Figure 1. Logic cells by family (run 1).
Scale: 4 px per um.
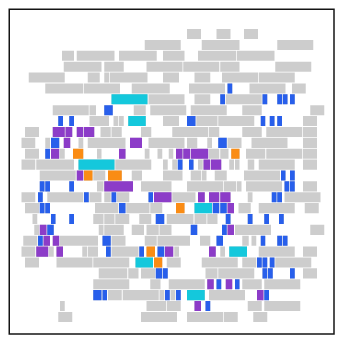
Figure 2. Ports around the boundary (run 1).
Scale: 4 px per um. Pins as bars across the die edge, other pins in gray.
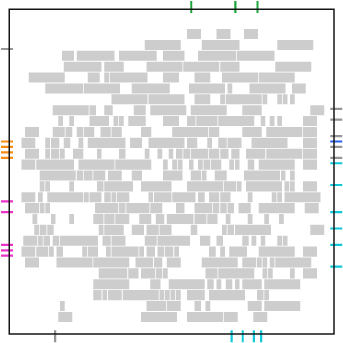
Figure 3. Wiring by layer (run 1).
Scale: 3 px per um. Two of the layers only.
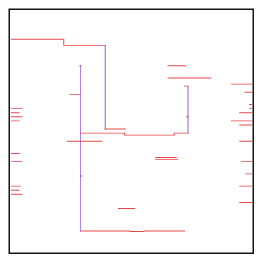
==> config.mk <==
export PLATFORM = sky130hd
export DESIGN_NAME = board_rand_flat
export DESIGN_NICKNAME = d
export VERILOG_FILES = /design/src/rtl/board_rand_if.sv /design/src/rtl/board_rand.sv /design/src/flat_wrapper.sv
export SDC_FILE = /design/constraint.sdc
export NUM_CORES = 1
export LEC_CHECK = 0
export CORE_MARGIN = 2
export CORE_UTILIZATION = 45
export CTS_BUF_LIST = sky130_fd_sc_hd__clkbuf_8 sky130_fd_sc_hd__clkbuf_16
export DETAILED_ROUTE_END_ITERATION = 12
export PLACE_DENSITY = 0.68
export RECOVER_POWER = 100
export SETUP_SLACK_MARGIN = 0.3
export SLEW_MARGIN = 10
export SYNTH_ARGS = -nofsm -noshare
export SYNTH_HDL_FRONTEND = slang
export SYNTH_SLANG_ARGS = --single-unit
export TNS_END_PERCENT = 50
==> constraint.sdc <==
create_clock -name MASTER_CLOCK -period 2.25 [get_ports MASTER_CLOCK]
set_input_delay 0.3375 -clock MASTER_CLOCK [delete_from_list [all_inputs] [get_ports MASTER_CLOCK]]
set_output_delay 0.3375 -clock MASTER_CLOCK [all_outputs]
set_load 0.01 [all_outputs]
==> summary.txt, run 1 <==
Item: results of the latest flow run.

- The critical path goes through inv_2 -> ha_4 -> xor2_2 -> xor2_2 -> nor4_4 -> nor3b_4 -> nand2_2 -> mux2_1.
- The insertion delay at the late pin of the worst-skew pair is 340 ps.
- The synthesis run identifies the leading combinational cell family as simple AND/OR/NAND/NOR gates.
- After synthesis, the netlist uses 48 different library cells.
- The proportion of synthesized flip-flops having asynchronous set or reset is 100.0%.
- The total global routing overflow is 0.
- Dividing total power by cell area gives a power density of 772.6 nW/um^2.
- The data arrival time of the worst path is 2440 ps.
- For the completed layout, the total cell area is recorded as ~3400 um^2.
- The floorplan has 27 rows.
- The library cells used most frequently in the layout, excluding fill and tap cells, are nand2_1 (56), dfrtp_1 (46), dlygate4sd3_1 (19).
- Based on the critical path, the design can be clocked at up to between 400 and 500 MHz.
- The sequential cells in the finished layout cover a total of ~1500 um^2.
- The post-cts hold-fix buffer tally is 1.
- The number of nets in the synthesized netlist is 269.
- STA classifies the critical path endpoint as a flip-flop.
- The die area is approximately 6500 um^2.
- The total of flip-flops plus latches after synthesis is just under 60.
- The mux cell area share after synthesis is 4.053%.
- The main area contributors are dfrtp_1 (44%), dfstp_2 (11%), nand2_1 (7.9%), xor2_1 (3.6%), ha_1 (3.3%).
- The initial antenna violation count is 0.
- By count the netlist is led by nand2_1 (56), dfrtp_1 (47), o21ai_0 (14).
- Of the total synthesized cell area, the portion taken by AND, OR, NAND and NOR gates is 18.24%.
- The register with the most flip-flops in the layout has 16 of them.
- After the last flow step, the layout net total stands at 317.
- Across all setup checks in the final design, the least slack found is 29.82 ps.
- The TritonCTS clock tree is done.
- The sequential fraction of the synthesis area is 55.18%.
- The number of cells in the yosys synthesis report is ~250.
- The worst reg2reg path depth is 8.
- Dividing the final minimum period by the clock period gives 98.67%.
- The timing report notes that buffer and inverter cells on the critical path total 1.
- The first detailed-routing pass ran for 4 iterations.
- The remaining routing DRC violations is 0.
- The category of the most critical setup path is reg2reg.
- Summed over its instances, the top area cell type makes up 44.30% of the synthesized netlist area.
- Of the total synthesized cell area, the portion taken by full adders, half adders and majority gates is 3.299%.
- The stat command in Yosys gives a chip area of 2655 um^2.
- The count of H-tree levels built during CTS is 3.
- Entering global routing, the biggest net connects 37 pins.
- The number of buffers between clock root and the deepest sink is 2.
- The minimum clock period is 2220 ps.
- In the synthesized netlist the dominant register cell turns out to be dfrtp_1.
- Measured on the finished design, the core utilization comes to 59.82%.
- CTS placed an instance of clkbuf_8 at the clock tree root.
- The share of the core area taken by cells at floorplan is between 40% and 50%.
- Cells with a size suffix above 1 make up 20.46% of the layout.
- The largest stage delay on the critical path is 540 ps.
- For this run, the detailed router reports a per-instance via density of 5.045.
- The post-synth tally of flip-flops with integrated enable is 0.
- The timing report attributes the biggest portion of critical-path delay to simple AND/OR/NAND/NOR gates.
- The synthesized instance count is 250.
- The worst-case setup slack after placement is between 40 and 50 ps.
- The most common cell in the synthesized netlist is nand2_1.
- The worst min-delay path class is reg2reg.
- For this run, the number of Yosys warnings is 0.
- The timing report gives the clock slew at the launch and capture registers of the worst setup and hold paths as 70 ps.
- The worst-case vdd ir drop is 0.0003356 V.
- Max-slew check failures listed in the final report amount to 0.
- The cell area after placement is 3120 um^2.
- The script extracted a total leakage power of 1.697 nW.
- The post-placement cell count is roughly 350.
- Setup repair after global routing could not meet its margin everywhere.
- The area growth from synthesis to layout is 26.34%.
- The core region area is 5608 um^2.
- In this run the number of cells on the critical path is 8.
- In this run the remaining antenna-violating nets after routing total 0.
- The count of final hold-check violations is 0.
- The buffers inserted during post-CTS setup optimization is 1.
- The end-of-flow timing check tallies setup violations at 0.
- The first global-routing pass estimated 8.376 mm of wire.
- Among all stages on the critical path, the largest delay is contributed by dfstp_2.
- The run finished with clean final reports.
- The wire length after detailed routing is 5.063 mm.
- Hold is met by 351.5 ps.
- The global placement routability congestion is 0.8544.
## Picture notes: Figure 1
aoi and oai cells -> purple  # cells 32
and/or cells -> orange  # cells 7
fa/ha/maj cells -> cyan  # cells 7
nand cells -> blue  # cells 71
share of the final layout cell area in multi-input gates: 34.87%
filler-free cell count of the finished design: 375
most frequent standard cell in the layout excluding fill and tap cells: nand2_1

## Picture notes: Figure 2
`bus_final_COLOR_NUM` -> orange  # pins 4, direction input, edge left
`bus_final_SIZE` -> magenta  # pins 5, direction input, edge left
`bus_ORIGIN_COLOR` -> green  # pins 3, direction output, edge top
`bus_WR_ADDR` -> cyan  # pins 10, direction output, edge 6 right, 4 bottom
`bus_WR_EN` -> blue  # pins 1, direction output, edge right
Die Span X: 80.81 um
chip height: 80.81 um
Port Buffers: 29

## Picture notes: Figure 3
metal 4 -> purple  # wire length 98.6 um
metal 3 -> red  # wire length 238 um
count of vias placed by the detailed router: 1892
average wire length per cell after detail routing: 13.50 um
total track usage: 17.60%

## run 1: cell type report
type / count / share of cell area [%]
Inverter: 12 / 1.343
Sequential cell: 58 / 43.72
Clock buffer: 10 / 4.103
Clock inverter: 6 / 1.007
Multi-Input combinational cell: 171 / 34.87
Timing Repair Buffer: 46 / 12.27
Tap cell: 72 / 2.686
## run 1: report_power, final
group | switching [mW] | leakage [nW] | total (mW) | internal [mW]
combinational | 0.287 | 0.857 | 0.540 | 0.254
sequential | 0.0880 | 0.751 | 1.22 | 1.13
clock | 0.416 | 0.0892 | 0.835 | 0.418
## run 1: routing by layer
metal	up-vias	global-route usage, %	wire length, um
met5	-	0	0
met4	0	8.644	98
met3	10	5.667	237
met2	44	24.96	2199
met1	904	24.33	2527
li1	934	-	-
Figure 4. The clock network (run 1).
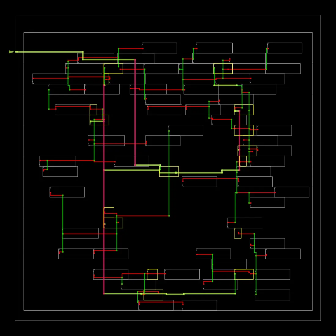

==> run 2: changes to the inputs <==
- ABC_AREA: default -> 1
- PLACE_DENSITY: 0.68 -> 0.67
Figure 5. The clock network (run 2).
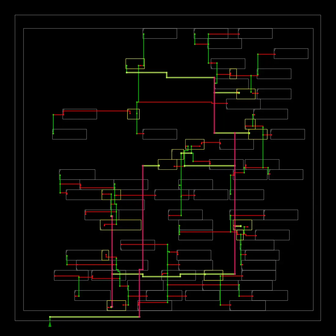
clock latency on the worst-skew pair: 340 ps
Final Skew: 8.252 ps
clk pwr: 0.933 mW
number of sequential storage elements: 58

==> summary.txt, run 2 <==
Item: results of the latest flow run.

- The count of H-tree levels built during CTS was 3 (unchanged).
- The worst hold slack came to 356.0 ps (was 351.5 ps).
- The total global routing overflow is 0 (unchanged).
- The average routed wire per standard cell is 12.86 um (was 13.50 um).
- The initial cell density of the core was 46.58% (was 47.34%).
- The final core utilization is 55.65% (was 59.82%).
- The final period utilization came to 87.54% (was 98.67%).
- The yosys warning tally is 0 (unchanged).
- The number of buffers between clock root and the deepest sink is 2 (unchanged).
- The number of buffers inserted by port buffering is 29 (unchanged).
- The number of buffer and inverter stages on the critical path is 2 (was 1).
- The combinational gate power was 1.34 mW (was 0.540 mW).
- Setup repair after global routing missed its margin: yes (unchanged).
- The category of the most critical setup path is reg2reg (unchanged).
- The post-cts hold-fix buffer tally is 1 (unchanged).
- The leakage component of the power is 1.623 nW (was 1.697 nW).
- The pin count of the biggest net entering global routing came to 37 (unchanged).
- The cell area after placement came to 3134 um^2 (was 3120 um^2).
- The power per cell area is 1102 nW/um^2 (was 772.6 nW/um^2).
- The global placement routability congestion is 0.8666 (was 0.8544).
- The fraction of layout cells with a size suffix above 1 is 16.67% (was 20.46%).
- The total met2 wirelength after detailed routing is 2.282 mm (was 2.199 mm).
- The cell class contributing the biggest share of worst-path delay is simple AND/OR/NAND/NOR gates (unchanged).
- The count of final hold-check violations is 0 (unchanged).
- The proportion of synthesized flip-flops having asynchronous set or reset is 100.0% (unchanged).
- The total of flip-flops plus latches after synthesis is 58 (unchanged).
- The slack of the critical path was 280.3 ps (was 29.82 ps).
- Synth cell count leaders: nand2_1 (59), dfrtp_1 (47), inv_1 (32) (was nand2_1 (56), dfrtp_1 (47), o21ai_0 (14)).
- The library cell contributing the largest single delay on the critical path was dfstp_1 (was dfstp_2).
- The path length in cells of the critical path came to 12 (was 8).
- Outcome: finished, final reports clean (unchanged).
- The minimum clock period is 1970 ps (was 2220 ps).
- The total setup violations reported at the end of the flow was 0 (unchanged).
- The mux cell area share after synthesis is 0% (was 4.053%).
- The maximum clock frequency is 507.7 MHz (was 450.4 MHz).
- Cell-by-cell listing of the critical path: inv_1 -> ha_4 -> inv_1 -> nand2_1 -> nand3_1 -> nand2_2 -> nor2_1 -> nand3_2 -> nor2_4 -> nand2_1 -> nand2_1 -> nand2_1 (was inv_2 -> ha_4 -> xor2_2 -> xor2_2 -> nor4_4 -> nor3b_4 -> nand2_2 -> mux2_1).
- The cell internal power dissipation came to 2.232 mW (was 1.801 mW).
- The combined global-route utilization of all metal layers is 18.01% (was 17.60%).
- The via density per instance was 4.965 (was 5.045).
- The worst min-delay path class is reg2reg (unchanged).
- The total non-filler cell area in the finished layout is 3314 um^2 (was 3354 um^2).
- The buffers inserted during post-CTS setup optimization is 0 (was 1).
- The number of flip-flops in the largest register came to 16 (unchanged).
- The number of nets with antenna violations after routing is 0 (unchanged).
- The remaining routing DRC violations was 0 (unchanged).
- The post-synth area from yosys stat was 2774 um^2 (was 2655 um^2).
- The number of nets in the synthesized netlist is 305 (was 269).
- The most frequent cell after synthesis was nand2_1 (unchanged).
- The number of cells in the finished layout apart from fillers is 405 (was 375).
- The clock slew at the register clock pins of the worst setup and hold paths is 70 ps (about the same).
- The TritonCTS clock tree is done (unchanged).
- The total length of routed met3 wires was 234 um (was 237 um).
- The post-placement cell count is 387 (was 354).
- The fraction of the mapped netlist area in simple logic gates came to 24.99% (was 18.24%).
- The power share of the combinational group is 36.7% (was 20.9%).
- The most numerous logic cell after layout is nand2_1 (unchanged).
- The adder-cell share of the synthesized area was 3.157% (was 3.299%).
- The count of standard-cell rows is 28 (was 27).
- The die area is 6808 um^2 (was 6530 um^2).
- The highest layer used for signal routing is met4 (unchanged).
- The worst-case setup slack after placement is 329.3 ps (was 41.64 ps).
- The routed length on met1 came to 2.573 mm (was 2.527 mm).
- The worst reg2reg path depth is 12 (was 8).
- Commonest cells after routing, fill and taps aside: nand2_1 (59), dfrtp_1 (47), inv_1 (32) (was nand2_1 (56), dfrtp_1 (46), dlygate4sd3_1 (19)).
- The area growth from synthesis to layout is 19.49% (was 26.34%).
Figure 6. Ports around the boundary (run 2).
Scale: 4 px per um. Pins as bars across the die edge, other pins in gray.
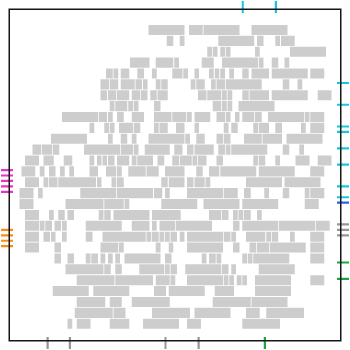
`bus_WR_EN` -> blue  # pins 1, direction output, edge right
`bus_WR_ADDR` -> cyan  # pins 10, direction output, edge 8 right, 2 top
`bus_ORIGIN_COLOR` -> green  # pins 3, direction output, edge 2 right, 1 bottom
`bus_final_SIZE` -> magenta  # pins 5, direction input, edge left
`bus_final_COLOR_NUM` -> orange  # pins 4, direction input, edge left
all pins by edge = 14 right, 9 left, 5 bottom, 2 top
chip height: 82.51 um
Die Span X: 82.51 um

run 2: cell types whose count changed in the layout (fill, tap and decap cells not counted), moves of 5 or more:
cell,previous run,this run
inv_1,9,32
nand3_1,8,26
o21ai_0,14,30
buf_4,11,1
nand2_2,1,8
nand4_1,1,7
nand2b_1,5,0
nand3_2,0,5
xnor2_1,5,0
run 2: area by class of cell:
| class | count | area [um^2] |
|---|---|---|
| clock buffers | 9 | 123.9 |
| flip-flops and latches | 58 | 1465 |
| clock inverters | 7 | 70.07 |
| fillers | 557 | 2641 |
| inverters | 35 | 136.4 |
| well taps | 75 | 93.84 |
| repair buffers | 32 | 321.6 |
| multi-input cells | 189 | 1104 |
run 2: routing by layer:
layer,vias to the layer above,global-route usage (%)
li1,1027,-
met1,928,24.55
met3,12,5.217
met4,0,8.852
met2,44,26.21
met5,-,0
Power is estimated from default activity; no workload was simulated.
